**src/rtl/hk_spi_pkg.sv**
```systemverilog
// Shared definitions for the housekeeping SPI arbiter.
//   arb_state_e : transaction FSM states
//   CH_ADC/CH_DAC : SPI channel indices
//   SPI_DW : SPI data word width
//   clog2() : ceil(log2(v)), used to size counters and indices
package hk_spi_pkg;

  typedef enum logic [2:0] {
    S_IDLE,
    S_START,
    S_WAIT_HI,
    S_WAIT_LO,
    S_RESP
  } arb_state_e;

  localparam int CH_ADC = 0;
  localparam int CH_DAC = 1;
  localparam int SPI_DW = 16;

  function automatic int clog2(input int v);
    int r;
    r = 0;
    while ((1 << r) < v) r++;
    return r;
  endfunction

endpackage

```
**src/rtl/hk_rr_arbiter.sv**
```systemverilog
// Round-robin grant over NREQ requesters, purely combinational.
//   req     : request vector
//   ptr     : index of the last winner; the search starts just after it
//   en      : grant enable; no grant when low
//   gnt     : one-hot grant
//   gnt_idx : index of the granted requester
// The pointer register itself lives in the parent.
module hk_rr_arbiter #(
  parameter int NREQ = 2,
  parameter int IW   = 1
) (
  input  logic [NREQ-1:0] req,
  input  logic [IW-1:0]   ptr,
  input  logic            en,
  output logic [NREQ-1:0] gnt,
  output logic [IW-1:0]   gnt_idx
);

  always_comb begin
    logic          found;
    logic [IW-1:0] idx;
    int            tmp;
    gnt     = '0;
    gnt_idx = '0;
    found   = 1'b0;
    idx     = '0;
    tmp     = 0;
    // Visit ptr+1, ptr+2, ... ptr (cyclic); the first live request wins.
    for (int i = 1; i <= NREQ; i++) begin
      tmp = (int'(ptr) + i) % NREQ;
      idx = IW'(tmp);
      if (en && !found && req[idx]) begin
        found    = 1'b1;
        gnt[idx] = 1'b1;
        gnt_idx  = idx;
      end
    end
  end

endmodule

```
**src/rtl/hk_spi_arbiter.sv**
```systemverilog
// Shares the two housekeeping SPI master channels (ADC, DAC) between NREQ
// requesters, one transaction at a time, round-robin.
//   clk_i, rstn_i          : clock, async active-low reset
//   req_valid_i/ready_o    : request handshake (ready is a 1-cycle accept)
//   req_ch_i, req_wr_h/l_i : per-requester channel select and write data
//   rsp_valid_o/data_o/err_o : completion pulse to the granted requester
//   spi_start_o, spi_wr_h/l_o : per-channel start pulse and write data
//   spi_rd_l_i, spi_bsy_i  : per-channel read data and busy
// Optional build macro HK_SPI_ARB_STATS_EN adds stat_xfer_o, stat_tmo_o and
// stat_last_lat_o counters.
module hk_spi_arbiter
  import hk_spi_pkg::*;
#(
  parameter int NREQ    = 2,
  parameter int TMO_CYC = 32768,
  parameter int BSY_WIN = 4
) (
  input  logic                         clk_i,
  input  logic                         rstn_i,
  input  logic [NREQ-1:0]              req_valid_i,
  output logic [NREQ-1:0]              req_ready_o,
  input  logic [NREQ-1:0]              req_ch_i,
  input  logic [NREQ-1:0][SPI_DW-1:0]  req_wr_h_i,
  input  logic [NREQ-1:0][SPI_DW-1:0]  req_wr_l_i,
  output logic [NREQ-1:0]              rsp_valid_o,
  output logic [SPI_DW-1:0]            rsp_data_o,
  output logic                         rsp_err_o,
  output logic [1:0]                   spi_start_o,
  output logic [1:0][SPI_DW-1:0]       spi_wr_h_o,
  output logic [1:0][SPI_DW-1:0]       spi_wr_l_o,
  input  logic [1:0][SPI_DW-1:0]       spi_rd_l_i,
  input  logic [1:0]                   spi_bsy_i
`ifdef HK_SPI_ARB_STATS_EN
  ,
  output logic [31:0]                  stat_xfer_o,
  output logic [15:0]                  stat_tmo_o,
  output logic [15:0]                  stat_last_lat_o
`endif
);

  localparam int IW = (clog2(NREQ) < 1) ? 1 : clog2(NREQ);
  localparam int CW = clog2(TMO_CYC) + 1;

  arb_state_e      state;
  logic [IW-1:0]   ptr, g_q, gnt_idx;
  logic [NREQ-1:0] gnt;
  logic            ch_q, sel_ch, bsy_sel, run_q;
  logic [CW-1:0]   cnt, cnt_inc;

  // run_q holds off grants until the first cycle after reset release, so
  // the combinational accept stays 0 while reset is asserted.
  hk_rr_arbiter #(.NREQ(NREQ), .IW(IW)) u_rr (
    .req     (req_valid_i),
    .ptr     (ptr),
    .en      (run_q && (state == S_IDLE)),
    .gnt     (gnt),
    .gnt_idx (gnt_idx)
  );

  assign req_ready_o = gnt;
  assign sel_ch      = req_ch_i[gnt_idx];
  assign bsy_sel     = spi_bsy_i[ch_q];
  // cnt always stays below TMO_CYC (the FSM leaves on reaching it), so the
  // increment cannot wrap.
  assign cnt_inc     = cnt + CW'(1);

  always_ff @(posedge clk_i or negedge rstn_i) begin
    if (!rstn_i) begin
      state       <= S_IDLE;
      ptr         <= IW'(NREQ - 1);
      g_q         <= '0;
      ch_q        <= 1'(CH_ADC);
      cnt         <= '0;
      run_q       <= 1'b0;
      spi_start_o <= '0;
      spi_wr_h_o  <= '0;
      spi_wr_l_o  <= '0;
      rsp_valid_o <= '0;
      rsp_data_o  <= '0;
      rsp_err_o   <= 1'b0;
    end else begin
      run_q       <= 1'b1;
      spi_start_o <= '0;
      rsp_valid_o <= '0;
      case (state)
        S_IDLE: if (|gnt) begin
          g_q                <= gnt_idx;
          ch_q               <= sel_ch;
          ptr                <= gnt_idx;
          spi_wr_h_o[sel_ch] <= req_wr_h_i[gnt_idx];
          spi_wr_l_o[sel_ch] <= req_wr_l_i[gnt_idx];
          spi_start_o[sel_ch] <= 1'b1;   // visible during START
          state              <= S_START;
        end
        S_START: begin
          cnt   <= '0;
          state <= S_WAIT_HI;
        end
        S_WAIT_HI: begin
          if (bsy_sel) begin
            cnt   <= '0;
            state <= S_WAIT_LO;
          end else if (cnt_inc >= CW'(BSY_WIN)) begin
            rsp_err_o        <= 1'b1;
            rsp_data_o       <= '0;
            rsp_valid_o[g_q] <= 1'b1;
            state            <= S_RESP;
          end else begin
            cnt <= cnt_inc;
          end
        end
        S_WAIT_LO: begin
          if (!bsy_sel) begin
            rsp_err_o        <= 1'b0;
            rsp_data_o       <= spi_rd_l_i[ch_q];
            rsp_valid_o[g_q] <= 1'b1;
            state            <= S_RESP;
          end else if (cnt_inc >= CW'(TMO_CYC)) begin
            rsp_err_o        <= 1'b1;
            rsp_data_o       <= '0;
            rsp_valid_o[g_q] <= 1'b1;
            state            <= S_RESP;
          end else begin
            cnt <= cnt_inc;
          end
        end
        S_RESP:  state <= S_IDLE;
        default: state <= S_IDLE;
      endcase
    end
  end

`ifdef HK_SPI_ARB_STATS_EN
  // lat_cnt starts at 2 on accept so that in the RESP cycle it equals the
  // inclusive cycle count from the accept cycle to the RESP cycle.
  logic [15:0] lat_cnt;

  always_ff @(posedge clk_i or negedge rstn_i) begin
    if (!rstn_i) begin
      lat_cnt         <= '0;
      stat_xfer_o     <= '0;
      stat_tmo_o      <= '0;
      stat_last_lat_o <= '0;
    end else begin
      if (state == S_IDLE && |gnt)
        lat_cnt <= 16'd2;
      else if (state != S_IDLE && state != S_RESP && lat_cnt != 16'hFFFF)
        lat_cnt <= lat_cnt + 16'd1;
      if (state == S_RESP) begin
        stat_xfer_o     <= stat_xfer_o + 32'd1;
        stat_last_lat_o <= lat_cnt;
        if (rsp_err_o && stat_tmo_o != 16'hFFFF)
          stat_tmo_o <= stat_tmo_o + 16'd1;
      end
    end
  end
`else
  // Statistics counters are not built.
`endif

endmodule
```
**config.mk**
```make
export PLATFORM = sky130hd
export DESIGN_NAME = hk_spi_arbiter
export DESIGN_NICKNAME = d
export VERILOG_FILES = /design/src/rtl/hk_spi_pkg.sv /design/src/rtl/hk_rr_arbiter.sv /design/src/rtl/hk_spi_arbiter.sv
export SDC_FILE = /design/constraint.sdc
export NUM_CORES = 1
export LEC_CHECK = 0
export CAP_MARGIN = 25
export CORE_AREA = 2 2 124 126
export CTS_BUF_LIST = sky130_fd_sc_hd__clkbuf_4 sky130_fd_sc_hd__clkbuf_8
export CTS_CLUSTER_SIZE = 10
export DETAILED_ROUTE_END_ITERATION = 12
export DIE_AREA = 0 0 126 128
export PLACE_DENSITY = 0.7
export SETUP_SLACK_MARGIN = 0.05
export SLEW_MARGIN = 5
export SYNTH_ARGS = -nofsm -noshare
export SYNTH_HDL_FRONTEND = slang
export SYNTH_HIERARCHICAL = 1
export SYNTH_SLANG_ARGS = --single-unit
```
**constraint.sdc**
```tcl
create_clock -name clk_i -period 3.7 [get_ports clk_i]
set_input_delay 0.555 -clock clk_i [delete_from_list [all_inputs] [get_ports clk_i]]
set_output_delay 0.555 -clock clk_i [all_outputs]
set_load 0.02 [all_outputs]
```
==> flow_summary_export.csv, run 1 <==
group,metric,value,unit
power,combPwrFrac,0.492,
clock_tree,clock_path_buffers,2,
floorplanning,ios,191,
logic_synthesis,netlist_logic_family_top,"AND-OR/OR-AND gates",
floorplanning,chipArea,16100,um2
layout,drive_gt1_frac,0.0674,
power,power_leakage,3.12,nW
logic_synthesis,aoi_share,0.161,
worst_hold_path,hold_class,"input pin to asynchronous set/reset pin",
logic_synthesis,ys_sh_adder,0.00494,
global_routing,grt_max_degree,76,
layout,clock_buffers,10,
final_timing,finalHoldViolCount,0,
layout,final_net_count,769,
layout,nonClockBufferCount,198,
layout,nMultiInputCombCells,334,
final_timing,drv_slew,0,
power,power_top_consumer,"combinational cells",
power,internal_power,0.00317,W
logic_synthesis,syn_inst,488,
clock_tree,htreeDepth,3,
worst_setup_path,path_cells,"nor2_1 -> and3_1 -> nand2_1 -> a21oi_1 -> clkdlybuf4s50_1",
worst_setup_path,cp_top_family,"buffers and inverters",
power,p_clk_frac,0.141,
power,power_frac_seq,0.368,
final_timing,slew_headroom,0.401,
worst_setup_path,cp-start-kind,"register",
logic_synthesis,numSynthFlops,108,
detailed_routing,drc,0,
place,gp_congestion,0.865,
worst_setup_path,arrival,2.34,ns
layout,mostFrequentLayoutCells,"clkdlybuf4s50_1, dfrtp_1, mux2i_1",
power,ir_worst_vdd,0.363,mV
final_timing,rsz0062_at_grt,"no",
worst_setup_path,rr_startpoint,"cnt[0]",
global_routing,grt_pass1_wl,21800,um
worst_setup_path,crit_start,"state[0]",
layout,diodes,0,
clock_tree,cts_tree,"built",
logic_synthesis,synth_top_area_share,0.528,
clock_tree,postCtsSetupBuffers,0,
logic_synthesis,simple_gate_share,0.146,
final_timing,period_minus_slack,2.90,ns
logic_synthesis,synth_nets,594,
logic_synthesis,topCellsByArea,"dfrtp_1, mux2i_1, a21oi_1",
power,power.switching,0.00212,W
clock_tree,clock-root-buffer,"clkbuf_8",
logic_synthesis,yosys_warnings,6,
logic_synthesis,edf_count,0,
worst_setup_path,r2r-end,"rsp_data_o[9]",
floorplanning,die_x,126,um
detailed_routing,wl,13500,um
final_timing,worstMarginPinSlew,0.898,ns
floorplanning,fp_util,0.341,
detailed_routing,dr.pass1.iters,4,
clock_tree,ctsHoldBuffers,0,
logic_synthesis,synthArstFlopShare,1.00,
worst_setup_path,required,3.14,ns
worst_setup_path,reg2regPathDepth,8,
floorplanning,taps,188,
detailed_routing,wl_per_cell,15.7,um
worst_setup_path,critPathMaxStageDelay,0.66,ns
place,dp_cells,839,
logic_synthesis,yosys-top-cells-count,"dfrtp_1, mux2i_1, nor2_1, nand2_1",
global_routing,antenna_found_initial,0,
detailed_routing,ant_nets,0,
layout,clock_cell_area_share,0.0277,
power,design_power_total,0.00529,W
detailed_routing,via_per_inst,4.98,
clock_tree,cts.clk_slew.worst_paths,0.10,ns
detailed_routing,vias,4266,
layout,comb_area_frac,0.297,
clock_tree,cts_buffers,9,
worst_setup_path,path_max_fanout,9,
final_timing,tns,0,ns
status,status,"complete, no violations",
power,powerComb,0.00260,W
logic_synthesis,ys_cells,488,
logic_synthesis,yosysTopAreaCell,"dfrtp_1",
worst_setup_path,worstPathBufferInverterCount,1,
place,io_buffer_count,190,
logic_synthesis,synthMostInstantiatedCell,"dfrtp_1",
layout,lay_top_count,"clkdlybuf4s50_1",
logic_synthesis,synthFlopType,"dfrtp_1",
power,power_density,720,nW/um2
final_timing,worst_slack,0.801,ns
layout,flop-count,108,
global_routing,grt_overflow,0,
layout,regArea,2700,um2
==> run 1: how the worst max path moves through the flow <==
stage,end,depth (start not counted)
after global routing,req_ready_o[1],5
after global placement,spi_wr_h_o[23],7
final,req_ready_o[1],5
after detailed placement,rsp_data_o[9],8
after floorplan,spi_wr_h_o[31],11
after CTS,req_ready_o[1],5
==> run 1: cells by family after synthesis <==
group | after synthesis
other cells | 1
flops | 108
mux | 55
fa+ha+maj | 2
simple gates | 150
compound gates | 123
buf+inv | 46
xor+xnor | 3
==> run 1: metal layers <==
metal | part of all wire | track usage
met1 | 0.44 | 0.217
met2 | 0.47 | 0.275
met3 | 0.074 | 0.0451
met4 | 0.013 | 0.0446
met5 | 0 | 0
Fig. 1: run 1, floorplan with the power grid
The bar under the picture is 50 um long. Pins as bars on the die edge.
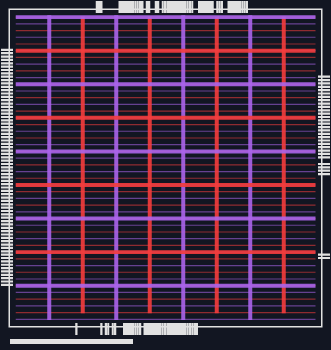
Key: VSS = purple; VDD = red
The core has 45 rows. 191 signal pins sit on the boundary.
total core area: 14900 um2
chip height: 128 um

Fig. 2: run 1, cells colored by class
Fill, decap, tap and diode cells in gray.
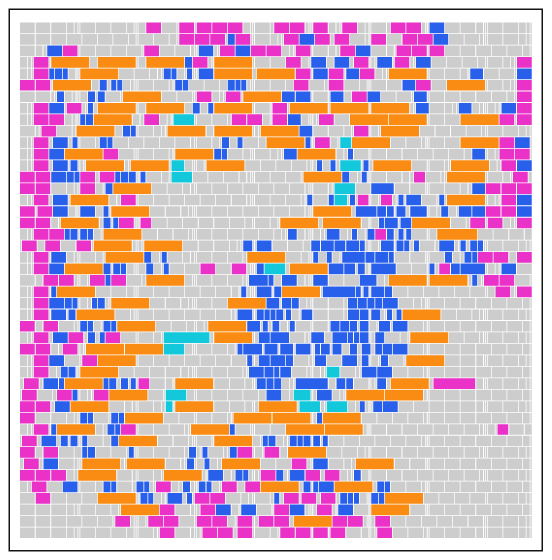
Key: clock drivers and dummy loads = cyan [cells 16, share of their area 2.9%]; other buffers and delay cells = magenta [cells 198, share of their area 28%]; combinational and other logic = blue [cells 346, share of their area 31%]; flops = orange [cells 108, share of their area 38%]
post-layout util: 0.495
flop share of the area: 0.368
Final Instance Area: 7350 um2
Core Rows: 45

Fig. 3: run 1, clock wires, drivers and flops
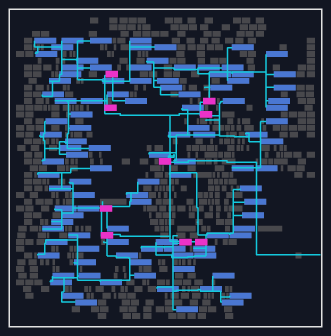
Key: flip-flops = blue [count 108]; clock wires = cyan [length 1290 um]; clock drivers = magenta [count 9]
There are 10 routed clock nets. Position of the flops: widely spread.
Setup Skew: 0.0101 ns
Clock Latency Late Sink: 0.36 ns
Clk power: 0.000745 W

Fig. 4: run 1, wiring by layer
The bar under the picture is 50 um long. Two of the layers only.
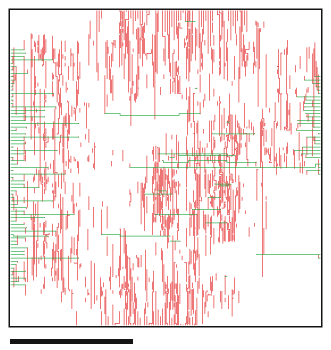

==> inputs of run 2 (changes only) <==
- clock period: 3.7 -> 2.8 ns (I/O delays scaled with it)
Fig. 5: run 2, wiring by layer
The bar under the picture is 50 um long. Two of the layers only.
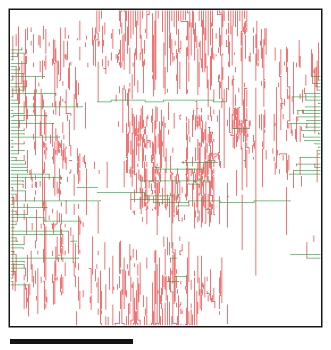
Key: metal 2 = red [wire length 6490 um]; metal 3 = green [wire length 943 um]
Global Route Usage Sum: 0.170
drt total wl: 13700 um
wire length per cell: 15.9 um

Fig. 6: run 2, cells colored by class
Fill, decap, tap and diode cells in gray.
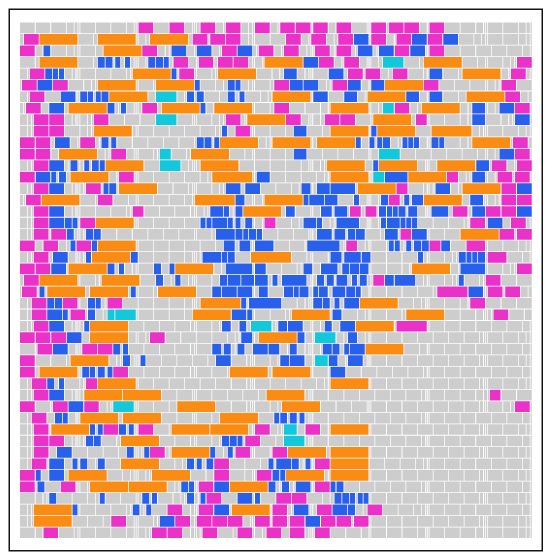
Final Instance Area: 7430 um2
post-layout util: 0.500
flop share of the area: 0.365

==> run 2 against run 1 <==
  * Setup slack worse by 0.61 ns
  * Global-route usage rose by 0.33 points
  * Critical path depth rose by 2
  * Clock power grew about 20%
  * Count of clock-buffer cells in the layout up 1
  * First-iteration DRC count is 71% higher
  * Wire length is 2.0% higher
  * Sequential cell count is the same
  * Non-clock buffer count up 8
  * Critical path type is now register to register
  * Critical endpoint is now cnt[13]
  * Highest routed layer unchanged
==> flow_summary_export.csv, run 2 <==
group,metric,value,unit
global_routing,grt_overflow,0,
detailed_routing,wl_met3,942,um
logic_synthesis,synth_top_area_share,0.528,
clock_tree,cts_buffers,9,
worst_setup_path,reg2regPathDepth,7,
logic_synthesis,syn_inst,488,
layout,final_net_count,777,
worst_setup_path,worstPathBufferInverterCount,0,
global_routing,grt_use_met3,0.0501,
global_routing,use_met2,0.275,
detailed_routing,ant_nets,0,
logic_synthesis,yosysTopAreaCell,"dfrtp_1",
clock_tree,postCtsSetupBuffers,0,
worst_setup_path,required,3.06,ns
final_timing,slew_headroom,0.581,
worst_setup_path,cp-start-kind,"register",
layout,drive_gt1_frac,0.0843,
power,power_frac_seq,0.368,
status,status,"complete, no violations",
layout,mostFrequentLayoutCells,"clkdlybuf4s50_1, dfrtp_1, mux2i_1",
detailed_routing,top_layer_used,"met4",
power,power_top_consumer,"combinational cells",
final_timing,worst_slack,0.186,ns
power,combPwrFrac,0.503,
detailed_routing,wl_met2,6490,um
layout,diodes,0,
place,gp_congestion,0.889,
place,dp_cells,846,
global_routing,grt_use_met1,0.222,
floorplanning,chipArea,16100,um2
power,power_leakage,3.19,nW
power,ir_worst_vdd,0.409,mV
logic_synthesis,synth_nets,594,
power,power_density,935,nW/um2
detailed_routing,met1_length,6170,um
worst_setup_path,critPathMaxStageDelay,0.46,ns
global_routing,grt_max_degree,66,
floorplanning,die_y,128,um
logic_synthesis,synthMostInstantiatedCell,"dfrtp_1",
logic_synthesis,netlist_logic_family_top,"AND-OR/OR-AND gates",
worst_setup_path,rr_startpoint,"cnt[0]",
clock_tree,cts_tree,"built",
clock_tree,cts.clk_slew.worst_paths,0.10,ns
layout,lay_top_count,"clkdlybuf4s50_1",
logic_synthesis,numSynthFlops,108,
logic_synthesis,aoi_share,0.161,
logic_synthesis,edf_count,0,
worst_setup_path,path_cells,"nand4_2 -> nor3_4 -> mux2_2 -> a2111oi_2 -> and3_2 -> o21ai_4 -> a221o_1",
floorplanning,fp_util,0.341,
final_timing,worstMarginPinSlew,0.629,ns
final_timing,rsz0062_at_grt,"no",
logic_synthesis,yosys_warnings,6,
detailed_routing,dr.pass1.iters,4,
place,io_buffer_count,190,
global_routing,top_usage_layer,"met2",
worst_setup_path,arrival,2.88,ns
clock_tree,htreeDepth,3,
logic_synthesis,simple_gate_share,0.146,
logic_synthesis,ys_sh_adder,0.00494,
global_routing,antenna_found_initial,0,
worst_setup_path,r2r-end,"cnt[13]",
clock_tree,ctsHoldBuffers,1,
detailed_routing,vias,4342,
clock_tree,clock_path_buffers,2,
global_routing,grt_pass1_wl,21900,um
logic_synthesis,ys_cells,488,
worst_setup_path,cp_top_family,"AND-OR/OR-AND gates",
final_timing,tns,0,ns
power,power.switching,0.00278,W
logic_synthesis,synthArstFlopShare,1.00,
clock_tree,clkLatencyLatePin,0.38,ns
logic_synthesis,yosys-top-cells-count,"dfrtp_1, mux2i_1, nor2_1, nand2_1",
power,powerComb,0.00349,W
final_timing,finalHoldViolCount,0,
worst_setup_path,path_max_fanout,17,
worst_hold_path,hold_path_depth,1,
final_timing,drv_slew,0,
floorplanning,fp-row-count,45,
power,internal_power,0.00416,W
worst_hold_path,hold_class,"register to register",
logic_synthesis,synthFlopType,"dfrtp_1",
floorplanning,core_area,14900,um2
final_timing,skew,0.0119,ns
floorplanning,ios,191,
detailed_routing,via_per_inst,5.03,
flow_run,cap_violations,0,
Fig. 7: run 2, clock wires, drivers and flops
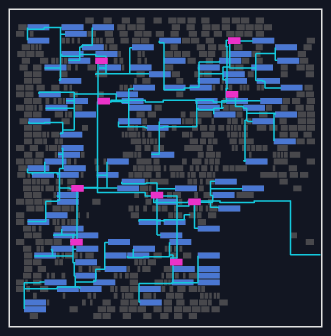
Key: clock wires = cyan [length 1320 um]; clock drivers = magenta [count 9]; flip-flops = blue [count 108]
There are 10 routed clock nets.
Clk power: 0.000894 W
Clk pwr share: 0.129

[run 2: cell counts after synthesis]
Identical to the previous run, type by type.
[run 2: worst max path at each step]
stage	depth (start not counted)	endpoint	from	slack, ns
2_1_floorplan	11	spi_wr_h_o[31]	state[0]	0.14
3_3_place_gp	8	cnt[2]	cnt[0]	0.18
3_5_place_dp	8	cnt[10]	cnt[0]	0.05
4_1_cts	8	cnt[13]	cnt[1]	0.05
5_1_grt	7	cnt[3]	cnt[3]	0.06
6_report	7	cnt[13]	cnt[0]	0.19
[run 2: layout make-up]
class                   instances  area (um2)
repair buffers                206        2050
flip-flops and latches        108        2710
well taps                     188         235
inverters                      12        45.0
clock inverters                 5        37.5
clock buffers                  11         145
fillers                      1397        7440
multi-input cells             334        2200
Power figures rest on the tool's default switching activity, not on a simulated workload.
